### config.mk
export PLATFORM = sky130hd
export DESIGN_NAME = dmem_access_ctrl_flat
export DESIGN_NICKNAME = d
export VERILOG_FILES = /design/src/rtl/dmem_access_ctrl_if.sv /design/src/rtl/dmem_access_ctrl.sv /design/src/flat_wrapper.sv
export SDC_FILE = /design/constraint.sdc
export NUM_CORES = 1
export LEC_CHECK = 0
export ABC_AREA = 0
export CAP_MARGIN = 20
export CORE_MARGIN = 1.5
export CORE_UTILIZATION = 39
export CTS_CLUSTER_DIAMETER = 100
export DETAILED_ROUTE_END_ITERATION = 10
export HOLD_SLACK_MARGIN = 0.08
export PLACE_DENSITY = 0.81
export SYNTH_ARGS = -nofsm -noshare
export SYNTH_HDL_FRONTEND = slang
export SYNTH_SLANG_ARGS = --single-unit
### constraint.sdc
create_clock -name clk -period 2.27 [get_ports clk]
set_input_delay 0.454 -clock clk [delete_from_list [all_inputs] [get_ports clk]]
set_output_delay 0.454 -clock clk [all_outputs]
set_load 0.01 [all_outputs]
### src/rtl/dmem_access_ctrl_if.sv
// Bus bundle between the data-memory sequencer, its two requesters and the word-wide memory.
// The slave modport is the controller's view; master is everything around it.
interface dmem_access_ctrl_if #(
   parameter int ADDR_WIDTH = 10
);
   logic                  core_req;
   logic                  core_we;
   logic [31:0]           core_addr;
   logic [1:0]            core_size;
   logic                  core_unsigned;
   logic [31:0]           core_wdata;
   logic                  core_ready;
   logic [31:0]           core_rdata;
   logic                  core_err;
   logic                  dbg_req;
   logic                  dbg_we;
   logic [ADDR_WIDTH-1:0] dbg_addr;
   logic [31:0]           dbg_wdata;
   logic                  dbg_ready;
   logic [31:0]           dbg_rdata;
   logic                  mem_we;
   logic [ADDR_WIDTH-1:0] mem_addr;
   logic [31:0]           mem_wdata;
   logic [31:0]           mem_rdata;

   // Handshake: a requester raises req with stable fields and holds them until its
   // ready pulses for one cycle; req still high in the following cycle is a new request.
   modport slave (
      input  core_req, core_we, core_addr, core_size, core_unsigned, core_wdata,
      output core_ready, core_rdata, core_err,
      input  dbg_req, dbg_we, dbg_addr, dbg_wdata,
      output dbg_ready, dbg_rdata,
      output mem_we, mem_addr, mem_wdata,
      input  mem_rdata
   );

   modport master (
      output core_req, core_we, core_addr, core_size, core_unsigned, core_wdata,
      input  core_ready, core_rdata, core_err,
      output dbg_req, dbg_we, dbg_addr, dbg_wdata,
      input  dbg_ready, dbg_rdata,
      input  mem_we, mem_addr, mem_wdata,
      output mem_rdata
   );
endinterface

### src/rtl/dmem_access_ctrl.sv
// Round-robin sequencer sharing a word-wide data memory between the core and a debug port.
// Sub-word stores are read-modify-write; loads are lane-selected and extended.
module dmem_access_ctrl #(
   parameter int ADDR_WIDTH = 10,
   parameter int DATA_WIDTH = 32
) (
   input  logic                clk,
   input  logic                rst_n,
   dmem_access_ctrl_if.slave   bus,
   output logic [1:0]          fsm_state
);
   localparam logic [1:0] IDLE     = 2'd0;
   localparam logic [1:0] ACCESS   = 2'd1;
   localparam logic [1:0] MERGE_WR = 2'd2;
   localparam logic [1:0] DONE     = 2'd3;

   logic [1:0]            state;
   logic                  last_dbg;
   logic                  gnt_dbg;
   logic                  op_we;
   logic [1:0]            op_size;
   logic                  op_uns;
   logic [1:0]            op_lane;
   logic                  op_err;
   logic [ADDR_WIDTH-1:0] mem_addr_q;
   logic [DATA_WIDTH-1:0] mem_wdata_q;
   logic [DATA_WIDTH-1:0] core_rdata_q;
   logic [DATA_WIDTH-1:0] dbg_rdata_q;

   logic                  dec_err;
   logic                  pick_dbg;
   logic                  partial_store;
   logic                  full_store;
   logic [7:0]            lane_b;
   logic [15:0]           lane_h;
   logic [DATA_WIDTH-1:0] load_ext;
   logic [DATA_WIDTH-1:0] merged;

   always_comb begin
      dec_err = (bus.core_size == 2'b11)
             || (bus.core_size == 2'b01 && bus.core_addr[0])
             || (bus.core_size == 2'b10 && bus.core_addr[1:0] != 2'b00)
             || (|bus.core_addr[31:ADDR_WIDTH+2]);
      // last_dbg = 1 means the debug port won last time, so the core wins a tie.
      pick_dbg      = bus.dbg_req && (!bus.core_req || !last_dbg);
      partial_store = op_we && !op_err && (op_size != 2'b10);
      full_store    = op_we && !op_err && (op_size == 2'b10);
   end

   always_comb begin
      case (op_lane)
         2'd0:    lane_b = bus.mem_rdata[7:0];
         2'd1:    lane_b = bus.mem_rdata[15:8];
         2'd2:    lane_b = bus.mem_rdata[23:16];
         default: lane_b = bus.mem_rdata[31:24];
      endcase
      lane_h = op_lane[1] ? bus.mem_rdata[31:16] : bus.mem_rdata[15:0];
      case (op_size)
         2'b00:   load_ext = {{24{!op_uns && lane_b[7]}}, lane_b};
         2'b01:   load_ext = {{16{!op_uns && lane_h[15]}}, lane_h};
         default: load_ext = bus.mem_rdata;
      endcase
   end

   // mem_wdata_q still holds the right-aligned store data while in ACCESS.
   always_comb begin
      merged = bus.mem_rdata;
      if (op_size == 2'b00) begin
         case (op_lane)
            2'd0:    merged[7:0]   = mem_wdata_q[7:0];
            2'd1:    merged[15:8]  = mem_wdata_q[7:0];
            2'd2:    merged[23:16] = mem_wdata_q[7:0];
            default: merged[31:24] = mem_wdata_q[7:0];
         endcase
      end else if (op_lane[1]) begin
         merged[31:16] = mem_wdata_q[15:0];
      end else begin
         merged[15:0] = mem_wdata_q[15:0];
      end
   end

   always_ff @(posedge clk or negedge rst_n) begin
      if (!rst_n) begin
         state        <= IDLE;
         last_dbg     <= 1'b1;
         gnt_dbg      <= 1'b0;
         op_we        <= 1'b0;
         op_size      <= 2'b00;
         op_uns       <= 1'b0;
         op_lane      <= 2'b00;
         op_err       <= 1'b0;
         mem_addr_q   <= '0;
         mem_wdata_q  <= '0;
         core_rdata_q <= '0;
         dbg_rdata_q  <= '0;
      end else begin
         case (state)
            IDLE: begin
               if (bus.core_req || bus.dbg_req) begin
                  state    <= ACCESS;
                  gnt_dbg  <= pick_dbg;
                  last_dbg <= pick_dbg;
                  if (pick_dbg) begin
                     op_we       <= bus.dbg_we;
                     op_size     <= 2'b10;
                     op_uns      <= 1'b0;
                     op_lane     <= 2'b00;
                     op_err      <= 1'b0;
                     mem_addr_q  <= bus.dbg_addr;
                     mem_wdata_q <= bus.dbg_wdata;
                  end else begin
                     op_we   <= bus.core_we;
                     op_size <= bus.core_size;
                     op_uns  <= bus.core_unsigned;
                     op_lane <= bus.core_addr[1:0];
                     op_err  <= dec_err;
                     if (!dec_err) begin
                        mem_addr_q  <= bus.core_addr[ADDR_WIDTH+1:2];
                        mem_wdata_q <= bus.core_wdata;
                     end
                  end
               end
            end
            // A rejected access idles through ACCESS so every non-merge response
            // arrives with the same latency; memory is never written for it.
            ACCESS: begin
               state <= partial_store ? MERGE_WR : DONE;
               if (!op_err && !op_we) begin
                  if (gnt_dbg) dbg_rdata_q  <= bus.mem_rdata;
                  else         core_rdata_q <= load_ext;
               end
               if (partial_store) mem_wdata_q <= merged;
            end
            MERGE_WR: state <= DONE;
            default:  state <= IDLE;
         endcase
      end
   end

   assign fsm_state      = state;
   assign bus.mem_we     = ((state == ACCESS) && full_store) || (state == MERGE_WR);
   assign bus.mem_addr   = mem_addr_q;
   assign bus.mem_wdata  = mem_wdata_q;
   assign bus.core_ready = (state == DONE) && !gnt_dbg;
   assign bus.core_err   = (state == DONE) && !gnt_dbg && op_err;
   assign bus.core_rdata = core_rdata_q;
   assign bus.dbg_ready  = (state == DONE) && gnt_dbg;
   assign bus.dbg_rdata  = dbg_rdata_q;
endmodule

### src/flat_wrapper.sv
// flat-port wrapper written by rule: the top's interface ports become plain ports
module dmem_access_ctrl_flat 
#(
   parameter int ADDR_WIDTH = 10,
   parameter int DATA_WIDTH = 32
)
  (clk, rst_n, fsm_state, bus_core_req, bus_core_we, bus_core_addr, bus_core_size, bus_core_unsigned, bus_core_wdata, bus_core_ready, bus_core_rdata, bus_core_err, bus_dbg_req, bus_dbg_we, bus_dbg_addr, bus_dbg_wdata, bus_dbg_ready, bus_dbg_rdata, bus_mem_we, bus_mem_addr, bus_mem_wdata, bus_mem_rdata);
  dmem_access_ctrl_if #(.ADDR_WIDTH(ADDR_WIDTH)) bus_i ();
  input  logic clk;
  input  logic rst_n;
  output logic [1:0] fsm_state;
  input wire logic [$bits(bus_i.core_req)-1:0] bus_core_req;
  input wire logic [$bits(bus_i.core_we)-1:0] bus_core_we;
  input wire logic [$bits(bus_i.core_addr)-1:0] bus_core_addr;
  input wire logic [$bits(bus_i.core_size)-1:0] bus_core_size;
  input wire logic [$bits(bus_i.core_unsigned)-1:0] bus_core_unsigned;
  input wire logic [$bits(bus_i.core_wdata)-1:0] bus_core_wdata;
  output wire logic [$bits(bus_i.core_ready)-1:0] bus_core_ready;
  output wire logic [$bits(bus_i.core_rdata)-1:0] bus_core_rdata;
  output wire logic [$bits(bus_i.core_err)-1:0] bus_core_err;
  input wire logic [$bits(bus_i.dbg_req)-1:0] bus_dbg_req;
  input wire logic [$bits(bus_i.dbg_we)-1:0] bus_dbg_we;
  input wire logic [$bits(bus_i.dbg_addr)-1:0] bus_dbg_addr;
  input wire logic [$bits(bus_i.dbg_wdata)-1:0] bus_dbg_wdata;
  output wire logic [$bits(bus_i.dbg_ready)-1:0] bus_dbg_ready;
  output wire logic [$bits(bus_i.dbg_rdata)-1:0] bus_dbg_rdata;
  output wire logic [$bits(bus_i.mem_we)-1:0] bus_mem_we;
  output wire logic [$bits(bus_i.mem_addr)-1:0] bus_mem_addr;
  output wire logic [$bits(bus_i.mem_wdata)-1:0] bus_mem_wdata;
  input wire logic [$bits(bus_i.mem_rdata)-1:0] bus_mem_rdata;
  assign bus_i.core_req = bus_core_req;
  assign bus_i.core_we = bus_core_we;
  assign bus_i.core_addr = bus_core_addr;
  assign bus_i.core_size = bus_core_size;
  assign bus_i.core_unsigned = bus_core_unsigned;
  assign bus_i.core_wdata = bus_core_wdata;
  assign bus_core_ready = bus_i.core_ready;
  assign bus_core_rdata = bus_i.core_rdata;
  assign bus_core_err = bus_i.core_err;
  assign bus_i.dbg_req = bus_dbg_req;
  assign bus_i.dbg_we = bus_dbg_we;
  assign bus_i.dbg_addr = bus_dbg_addr;
  assign bus_i.dbg_wdata = bus_dbg_wdata;
  assign bus_dbg_ready = bus_i.dbg_ready;
  assign bus_dbg_rdata = bus_i.dbg_rdata;
  assign bus_mem_we = bus_i.mem_we;
  assign bus_mem_addr = bus_i.mem_addr;
  assign bus_mem_wdata = bus_i.mem_wdata;
  assign bus_i.mem_rdata = bus_mem_rdata;
  dmem_access_ctrl #(.ADDR_WIDTH(ADDR_WIDTH), .DATA_WIDTH(DATA_WIDTH)) u_core (.clk(clk), .rst_n(rst_n), .bus(bus_i), .fsm_state(fsm_state));
endmodule
==> qor.yml, run 1 <==
synthesis:
  syn_area_um2: 6290
  top_area_share_pct: 46.1
  synth.area.mux_share_pct: 19.1
  xor_share_pct: 0
  ys_sh_adder_pct: 0.795
  ys_ff: 117
  syn_inst: 590
  ys_async_sr_fraction_pct: 100
  fp_nets: 741
  yosys.area_share.aoi_pct: 15.8
  yosys_area_um2: 6290
  simple_gate_share_pct: 13.7
  synth.logic.top_family: "multiplexers"
  edf_count: 0
  yosys_cells: 590
  yosys_most_used_dff: "dfrtp_1"
  ys_warn_count: 0
floorplanning:
  chipArea_um2: 16900
  taps: 216
  fp.dieH_um: 130
  rows: 46
  die_w_um: 130
  ios: 259
clock_network:
  cts-root-buf: "clkbuf_16"
  cts_setup_buffers: 0
  cts_tree: "yes"
  cts_inserted_buffers: 17
  cts-hold-fix-buffers: 0
  cts_repair_resize_count: 7
  clock_latency_ns: 0.42
finish:
  clockNetworkAreaShare_pct: 6.06
  nets: 1027
  final_layout_top_logic_cell: "clkdlybuf4s50_1"
  mi_logic_area_um2: 3180
  dominant-cell-class: "combinational gates"
  layout.cells.most_common_list: "clkdlybuf4s50_1, dfrtp_1, mux2_2"
  ff_count: 117
  seq_area_share_pct: 29.0
  comb_area_share_pct: 31.5
  nClkBuffers: 24
  layout.nonclk_buf_share_pct: 30.4
  seq_area_um2: 2930
worst_setup_path:
  path_class: "in -> reg"
  crit_path_start: "bus_core_addr[13]"
  cp_max_fo: 8
  critPathMaxStageDelay_ns: 0.46
  regToRegStartpoint: "u_core.fsm_state[1]$_DFFE_PN0N_"
  crit_path_start_kind: "primary input"
  r2r-end: "u_core.bus.mem_wdata[22]$_DFFE_PN0P_"
  r2r_slack_ns: 0.10
  cp_cell_sequence: "clkdlybuf4s50_1 -> nor4_4 -> nand3_1 -> o211a_2 -> a311oi_4 -> buf_6 -> mux2_2"
  ff2ff_path_depth: 8
  crit_end: "u_core.bus.mem_wdata[4]$_DFFE_PN0P_"
  crit_family: "buffers and inverters"
  path_buffers: 2
sta:
  slew_violations: 0
  fin_ws_ns: 0.0595
  hold_viol: 0
  finalCritPeriodShare_pct: 97.4
  tightest_slew_ns: 0.762
  final.min_clock_period_ns: 2.21
  setup_viol_count_final: 0
placed_design:
  hpwl_um: 16300
  post-place-ws_ns: -0.423
power_and_ir_drop:
  seqPwrFrac_pct: 28.4
  leakage_uw: 0.00430
  ir_drop_uv: 698
  power_density_nw_per_um2: 1360
  p_sw_uw: 4760
  maxPowerGroup: "combinational logic"
  seq_power_uw: 3890
  power.share.combinational_pct: 51.4
  swShare_pct: 34.7
  pg_comb_uw: 7040
grt:
  grt_max_degree: 118
  grt_busiest_layer: "met2"
  grt_usage_pct: 26.7
  use_met1_pct: 33.9
  grt_pass1_vias: 6080
  grt_first_pass_wirelength_um: 33700
outcome:
  status: "finished clean"
drt:
  drt-initial-drc-count: 336
  dr.max_layer_used: "met4"
  first_pass_iters: 5
  met1_length_um: 9050
  wl_met3_um: 1440
## run 1: through the flow
stage          utilization [%]  TNS (ns)  hold slack, ns  instance area, um2  power [uW]
3_5_place_dp              59.6    -15.22           0.474                9440       10900
5_1_grt                   63.9  -0.00728           0.130               10100       14500
2_1_floorplan                -         0           0.158                6310        7440
3_3_place_gp              59.6    -11.62           0.463                9440       10700
6_report                  63.9         0          0.0910               10100       13700
4_1_cts                   63.5         0           0.159               10100       13700
## run 1: registers in the layout, indices dropped and copies added (netlist names), 2 cells and up
register / count
u_core.fsm_state: 2
u_core.bus.mem_addr: 10
u_core.bus.core_rdata: 32
u_core.bus.mem_wdata: 32
u_core.op_lane: 2
u_core.op_size: 2
u_core.bus.dbg_rdata: 32
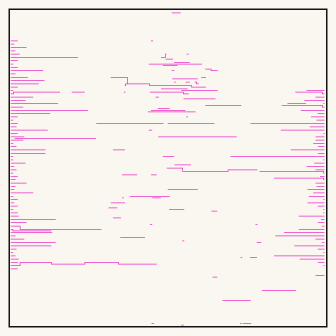
Figure 1: run 1, the metal 3 layer.
wire length on this layer	1440 um
nets with wire on the layer	161
longest straight run	38.4 um
main direction	horizontal
total wire length: 21800 um
GRT met3 Usage: 6.31%
total number of vias: 5936

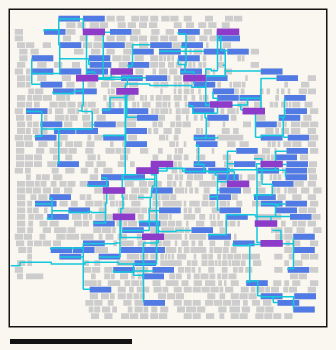
Figure 2: run 1, clock network drawn from the DEF.
Bar = 50 um.
[blue] flip-flops | count: 117
[purple] clock-net drivers | count: 17
[cyan] clock wires | length: 1640 um
routed clock nets	18
clock share of power: 20.3%
clock skew: 0.0123 ns
clk pwr: 2780 uW

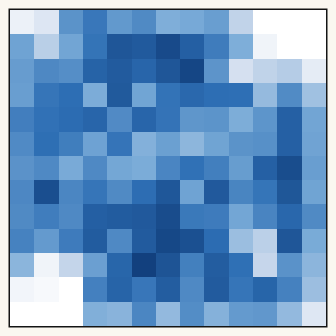
Figure 3: run 1, cell area per tile.
13 x 13 tiles, from white (low) to dark blue (high), 0 to 100% covered.
fullest tile	93%
emptiest ninth of the die	top right
nearly empty tiles	5.3%
mean over tiles	58%
tiles over 75% full	25%
Core Area: 15800 um2
fp util: 39.8%
final core occ: 63.9%

--- run 2 (diff from run 1) ---
Settings changed: ABC_AREA 0 to unset.
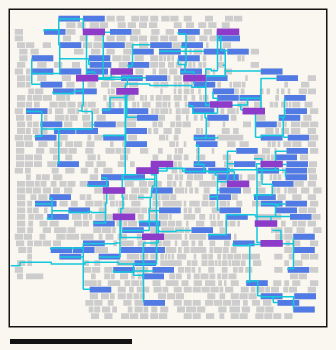
Figure 4: run 2, clock network drawn from the DEF.
Bar = 50 um.
[blue] flip-flops | count: 117
[cyan] clock wires | length: 1640 um
[purple] clock-net drivers | count: 17
routed clock nets	18
flops lie	spread over the die
clk_lat worst skew: 0.42 ns

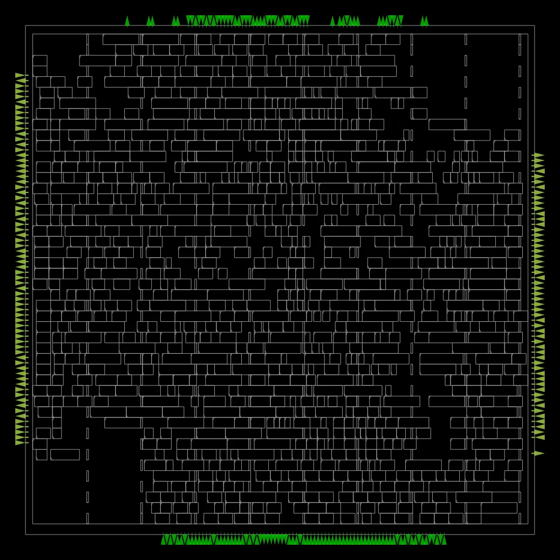
Figure 5: run 2, placed standard cells.
Rows: 46
fraction of area in registers: 29.0%
Seq cells: 117
Fillers: 1315
Finished Layout Cells: 1105

==> run 2 against run 1 <==
Effect of this change:
- routed wire length unchanged
- sequential share of layout area unchanged
- highest routed layer unchanged
- synthesized area unchanged
- total power unchanged
- critical endpoint unchanged
==> qor.yml, run 2 <==
outcome:
  status: "finished clean"  # unchanged
floorplanning:
  coreArea_um2: 15800  # unchanged
  fp_util_pct: 39.8  # unchanged
  die_w_um: 130  # unchanged
  fp.dieH_um: 130  # unchanged
  chipArea_um2: 16900  # unchanged
worst_setup_path:
  crit_path_start_kind: "primary input"  # unchanged
  cp_cell_sequence: "clkdlybuf4s50_1 -> nor4_4 -> nand3_1 -> o211a_2 -> a311oi_4 -> buf_6 -> mux2_2"  # unchanged
  crit_end: "u_core.bus.mem_wdata[4]$_DFFE_PN0P_"  # unchanged
  crit_path_start: "bus_core_addr[13]"  # unchanged
  path_buffers: 2  # unchanged
  ff2ff_path_depth: 8  # unchanged
  critPathMaxStageDelay_ns: 0.46  # about the same
  crit_family: "buffers and inverters"  # unchanged
  r2r-end: "u_core.bus.mem_wdata[22]$_DFFE_PN0P_"  # unchanged
  cp_max_fo: 8  # unchanged
  regToRegStartpoint: "u_core.fsm_state[1]$_DFFE_PN0N_"  # unchanged
  r2r_slack_ns: 0.10  # about the same
synthesis:
  yosys_most_used_dff: "dfrtp_1"  # unchanged
  simple_gate_share_pct: 13.7  # unchanged
  top_area_share_pct: 46.1  # unchanged
  syn_area_um2: 6290  # unchanged
  edf_count: 0  # unchanged
  yosys_cells: 590  # unchanged
  xor_share_pct: 0  # unchanged
  ys_ff: 117  # unchanged
  ys_warn_count: 0  # unchanged
  ys_async_sr_fraction_pct: 100  # unchanged
  yosys_area_um2: 6290  # unchanged
  syn_inst: 590  # unchanged
  yosys.area_share.aoi_pct: 15.8  # unchanged
  synth.area.mux_share_pct: 19.1  # unchanged
  synth.logic.top_family: "multiplexers"  # unchanged
  ys_sh_adder_pct: 0.795  # unchanged
clock_network:
  cts_tree: "yes"  # unchanged
  cts-hold-fix-buffers: 0  # unchanged
  cts_setup_buffers: 0  # unchanged
  cts-root-buf: "clkbuf_16"  # unchanged
  cts_inserted_buffers: 17  # unchanged
drt:
  wl_met2_um: 10900  # unchanged
  dr.max_layer_used: "met4"  # unchanged
  wl_met3_um: 1440  # unchanged
  met1_length_um: 9050  # unchanged
  routed_wirelength_um: 21800  # unchanged
  first_pass_iters: 5  # unchanged
sta:
  worst_clock_skew_ns: 0.0123  # unchanged
  setup_viol_count_final: 0  # unchanged
  relSlewSlack_pct: 49.0  # unchanged
  fin_hold_ws_ns: 0.0910  # unchanged
  fin_tns_setup_ns: 0  # unchanged
  finalCritPeriodShare_pct: 97.4  # unchanged
  hold_viol: 0  # unchanged
  slew_violations: 0  # unchanged
  final.min_clock_period_ns: 2.21  # unchanged
  tightest_slew_ns: 0.762  # unchanged
grt:
  grt_first_pass_wirelength_um: 33700  # unchanged
  met2_usage_pct: 45.0  # unchanged
  grt_busiest_layer: "met2"  # unchanged
  use_met3_pct: 6.31  # unchanged
  grt_pass1_vias: 6080  # unchanged
  grt_usage_pct: 26.7  # unchanged
finish:
  final_area_um2: 10100  # unchanged
  final_layout_top_logic_cell: "clkdlybuf4s50_1"  # unchanged
  nets: 1027  # unchanged
  seq_area_um2: 2930  # unchanged
  mi_logic_area_um2: 3180  # unchanged
  layout.cells.most_common_list: "clkdlybuf4s50_1, dfrtp_1, mux2_2"  # unchanged
  fin_util_pct: 63.9  # unchanged
power_and_ir_drop:
  leakage_uw: 0.00430  # unchanged
  ir_drop_uv: 698  # unchanged
  power_density_nw_per_um2: 1360  # unchanged
placed_design:
  hpwl_um: 16300  # unchanged
==> run 2: cell counts after synthesis <==
Identical to the previous run, type by type.
==> run 2: layout make-up <==
type | instances | share of cell area (%)
multi-input combinational | 418 | 31.5
tap | 216 | 2.67
inverter | 11 | 0.408
clock inverter | 8 | 1.20
timing repair buffer | 311 | 30.4
clock buffer | 24 | 4.86
sequential | 117 | 29.0
==> run 2: where the power goes <==
group          internal [uW]  switching, uW  total [uW]
logic                   3970           3070        7040
registers               3140            751        3890
clock network           1840            939        2780
total                   8950           4760       13700
==> run 2: repair_timing <==
| item | CTS | global route |
|---|---|---|
| resized | 7 | 12 |
| setup endpoints to repair | 9 | 46 |
| endpoints found under the hold margin | 0 | 0 |
Power is estimated from default activity; no workload was simulated.
